### src/rtl/bus_pkg.sv
// Shared bus constants: active-low enable levels, read/write encoding,
// default widths and the master-interface FSM state encoding.
package bus_pkg;

  localparam logic ENABLE_  = 1'b0;
  localparam logic DISABLE_ = 1'b1;
  localparam logic READ     = 1'b1;
  localparam logic WRITE    = 1'b0;

  localparam int BUS_ADDR_W = 30;
  localparam int BUS_DATA_W = 32;

  typedef enum logic [1:0] {
    IDLE   = 2'd0,
    REQ    = 2'd1,
    ACCESS = 2'd2,
    STALL  = 2'd3
  } bm_state_e;

endpackage

### src/rtl/bus_master_if.sv
// Per-master bus interface: turns a one-cycle CPU access strobe into a
// request/grant/strobe/ready bus transaction and returns read data.
module bus_master_if
  import bus_pkg::*;
#(
  parameter int ADDR_W = BUS_ADDR_W,
  parameter int DATA_W = BUS_DATA_W
) (
  input  logic              clk,
  input  logic              reset,
  input  logic              stall,
  input  logic              flush,
  input  logic              cpu_as_,
  input  logic              cpu_rw,
  input  logic [ADDR_W-1:0] cpu_addr,
  input  logic [DATA_W-1:0] cpu_wr_data,
  output logic [DATA_W-1:0] cpu_rd_data,
  output logic              busy,
  output logic              bus_req_,
  input  logic              bus_grnt_,
  output logic [ADDR_W-1:0] bus_addr,
  output logic              bus_as_,
  output logic              bus_rw,
  output logic [DATA_W-1:0] bus_wr_data,
  input  logic [DATA_W-1:0] bus_rd_data,
  input  logic              bus_rdy_
);

  bm_state_e         r_state;
  bm_state_e         w_state_next;
  logic              r_bus_req_;
  logic              r_bus_as_;
  logic [ADDR_W-1:0] r_bus_addr;
  logic              r_bus_rw;
  logic [DATA_W-1:0] r_bus_wr_data;
  logic [DATA_W-1:0] r_rd_buf;
  logic              w_done;

  // Ready is only honoured once the strobe has been seen low for its cycle,
  // so the earliest completion is the cycle after the strobe.
  assign w_done = (r_state == ACCESS) && (bus_rdy_ == ENABLE_) && (r_bus_as_ == DISABLE_);

  always_comb begin
    w_state_next = r_state;
    busy         = 1'b0;
    cpu_rd_data  = '0;
    case (r_state)
      IDLE: begin
        if ((cpu_as_ == ENABLE_) && !flush) begin
          w_state_next = REQ;
          busy         = 1'b1;
        end
      end
      REQ: begin
        busy = 1'b1;
        if (bus_grnt_ == ENABLE_) w_state_next = ACCESS;
      end
      ACCESS: begin
        if (w_done) begin
          cpu_rd_data  = bus_rd_data;
          w_state_next = stall ? STALL : IDLE;
        end else begin
          busy = 1'b1;
        end
      end
      STALL: begin
        cpu_rd_data = r_rd_buf;
        if (!stall) w_state_next = IDLE;
      end
      default: w_state_next = IDLE;
    endcase
  end

  always_ff @(posedge clk) begin
    if (reset) begin
      r_state       <= IDLE;
      r_bus_req_    <= DISABLE_;
      r_bus_as_     <= DISABLE_;
      r_bus_addr    <= '0;
      r_bus_rw      <= READ;
      r_bus_wr_data <= '0;
      r_rd_buf      <= '0;
    end else begin
      r_state <= w_state_next;
      case (r_state)
        IDLE: begin
          if (w_state_next == REQ) begin
            r_bus_req_    <= ENABLE_;
            r_bus_addr    <= cpu_addr;
            r_bus_rw      <= cpu_rw;
            r_bus_wr_data <= cpu_wr_data;
          end
        end
        REQ: begin
          if (bus_grnt_ == ENABLE_) r_bus_as_ <= ENABLE_;
        end
        ACCESS: begin
          r_bus_as_ <= DISABLE_;
          if (w_done) begin
            r_rd_buf      <= bus_rd_data;
            r_bus_req_    <= DISABLE_;
            r_bus_addr    <= '0;
            r_bus_rw      <= READ;
            r_bus_wr_data <= '0;
          end
        end
        default: ;
      endcase
    end
  end

  assign bus_req_    = r_bus_req_;
  assign bus_as_     = r_bus_as_;
  assign bus_addr    = r_bus_addr;
  assign bus_rw      = r_bus_rw;
  assign bus_wr_data = r_bus_wr_data;

endmodule

### config.mk
export PLATFORM = sky130hd
export DESIGN_NAME = bus_master_if
export DESIGN_NICKNAME = d
export VERILOG_FILES = /design/src/rtl/bus_pkg.sv /design/src/rtl/bus_master_if.sv
export SDC_FILE = /design/constraint.sdc
export NUM_CORES = 1
export LEC_CHECK = 0
export CAP_MARGIN = 25
export CORE_AREA = 5 5 105 107
export DETAILED_ROUTE_END_ITERATION = 8
export DIE_AREA = 0 0 110 112
export GPL_TIMING_DRIVEN = 0
export PLACE_DENSITY = 0.84
export SKIP_LAST_GASP = 1
export SLEW_MARGIN = 10
export SYNTH_ARGS = -nofsm -noshare
export SYNTH_HDL_FRONTEND = slang
export SYNTH_SLANG_ARGS = --single-unit
### constraint.sdc
create_clock -name clk -period 2.3 [get_ports clk]
set_input_delay 0.345 -clock clk [delete_from_list [all_inputs] [get_ports clk]]
set_output_delay 0.345 -clock clk [all_outputs]
set_load 0.005 [all_outputs]
==> git commit body, run 1 <==
Add synthesis and place-and-route results

* Run status: finished, violations left
* Failing checks: setup timing
* Most common cell in the synthesized netlist: sky130_fd_sc_hd__dfxtp_1
- Summing all multi-input logic gate instances after layout gives 1614 sq um.
- Flop2flop setup slack: 0.33 ns
- Setup Buffers After CTS: 0
- Summing all placed instances gives a cell area of 5971 sq um.
* Initial antenna violation count: 1
- The critical path in the final layout is reported with a setup slack of -0.007771 ns.
- Number of different library cells in the post-synthesis netlist: 24
- OpenSTA lists the critical path endpoint as cpu_rd_data[28].
- Proportion of layout cells with a drive suffix above 1: 7.267%
* Summed standard-cell area reported by yosys: 3819 sq um
- Net Switching: 905.9 uW
- Sequential power: 1.83 mW
- Worst R2R End: bus_addr[17]
- Counting tap cells, the placed design contains a total of 754 instances.
* Number of hold-slack violations in the final timing report: 0
- Type of destination of the critical path: output port
* Combinational power: 600 uW
* Met1 track demand over resource: 24.07%
- Largest area contributor in the synthesized netlist: sky130_fd_sc_hd__dfxtp_1
- Netlist area before placement: 3819 sq um
- Summing over the stages, the warning tally comes to 26.
- Syn Nets: 522
* Final tally of setup violations: 1
- Total I/O pin count: 200
* Row cnt: 37
* Slowest CP cell: sky130_fd_sc_hd__clkdlybuf4s50_1
- For this run, the script counts the antenna cells in the layout as 0.
* Arrival time at the worst endpoint: 1.96 ns
* Clock buf/inv share: 3.115%
* R2r startpoint: r_state[0]
* Internal power of the cells: 2.599 mW
* Core Density at Floorplan: 38.01%
* Largest net degree at the start of global routing: 19
- Worst supply voltage drop on vdd: 0.3594 mV
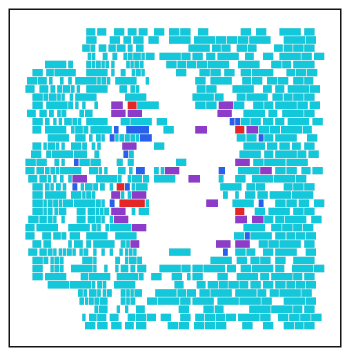
run_1/drive_strength.png
Drawn at 3 px/um.
| size | color | cells |
|---|---|---|
| drive 2 | blue | 17 |
| drive 1 or less | cyan | 587 |
| drive 3 to 4 | red | 5 |
| drive 6 and up | purple | 24 |
worst path setup slack after routing: -0.007771 ns
count of plain and timing-repair buffers: 238
Layout Area Growth over Synthesis: 61.99%
final standard cell area without fillers: 6186 sq um

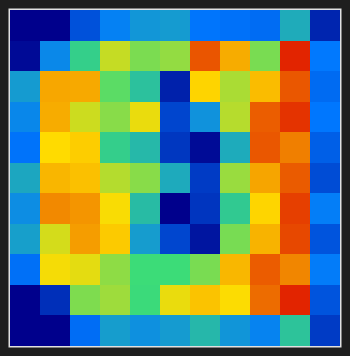
run_1/density.png
Drawn at 3 px/um. 11 x 11 tiles, from dark blue (low) to red (high), 0 to 100% covered.
fullest tile: 96%
emptiest ninth of the die: center
tiles over 75% full: 27%
mean over tiles: 49%

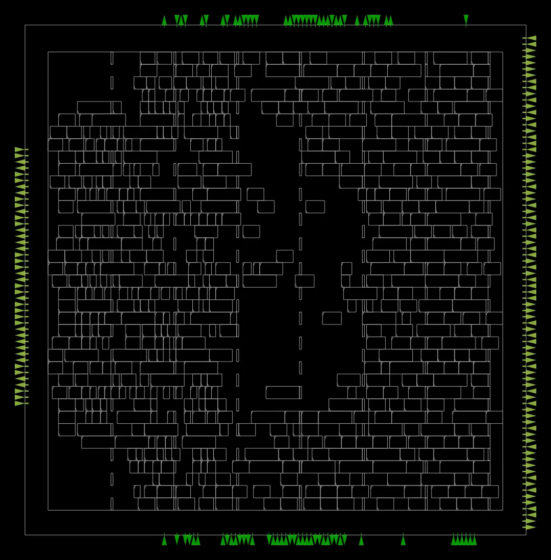
run_1/final_placement.png
sequential portion of the cell area: 32.12%
area inside the core boundary: 10,050 sq um
final-layout fill cell count: 880
sequential cell count: 99

run_1/port_nets.png
Drawn at 3 px/um.
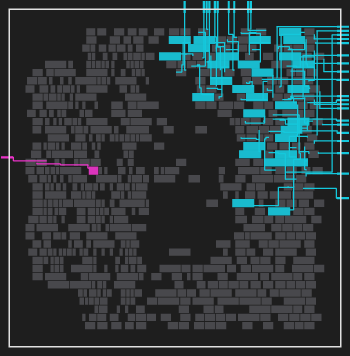

==> run 1 -> run 2 <==
Settings changed: SKIP_CTS_REPAIR_TIMING set to 1, TNS_END_PERCENT set to 50.
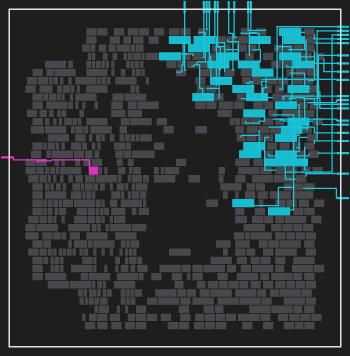
run_2/port_nets.png
Drawn at 3 px/um.
| port | color | bits | direction | end cells | buffers | wire |
|---|---|---|---|---|---|---|
| bus_addr | cyan | 30 | output | 30 | 30 | 1,020 um |
| busy | magenta | 1 | output | 1 | 1 | 33.8 um |

==> git commit body, run 2 <==
Add synthesis and place-and-route results

- The run finished, with violations left.
* Failing checks: setup timing
- The synthesized design spends more area on one cell type than any other, namely sky130_fd_sc_hd__dfxtp_1.
- Row cnt: 37
- Looking at the reg2reg group, the worst path starts from r_state[1].
- Worst path setup slack after routing: -0.1447 ns
- CP Capture Point: cpu_rd_data[15]
- Combinational power: 612 uW
* Total I/O pin count: 200
- Yosys reports a chip area of 3819 sq um.
* Slowest CP cell: sky130_fd_sc_hd__clkdlybuf4s50_1
* Initial antenna violation count: 1
* Flop2flop setup slack: 0.39 ns
* Final tally of setup violations: 25
* Internal power of the cells: 2.607 mW
- Summing all non-filler instances in the final layout gives an area of 6247 sq um.
* Most common cell in the synthesized netlist: sky130_fd_sc_hd__dfxtp_1
- On the critical path the data arrives at 2.10 ns.
- Count of antenna diodes in the layout: 0
- Combinational cell area excluding buffers and inverters: 1612 sq um
- Largest net degree at the start of global routing: 19
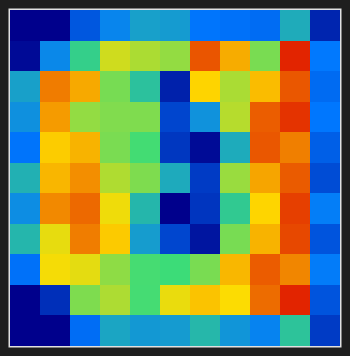
run_2/density.png
Drawn at 3 px/um. 11 x 11 tiles, from dark blue (low) to red (high), 0 to 100% covered.
nearly empty tiles: 5.0%
mean over tiles: 49%
tiles over 75% full: 27%
fullest tile: 96%
emptiest ninth of the die: center
Core Density at Floorplan: 38.01%
core occupancy in the finished layout: 62.19%

Power is estimated from default activity; no workload was simulated.
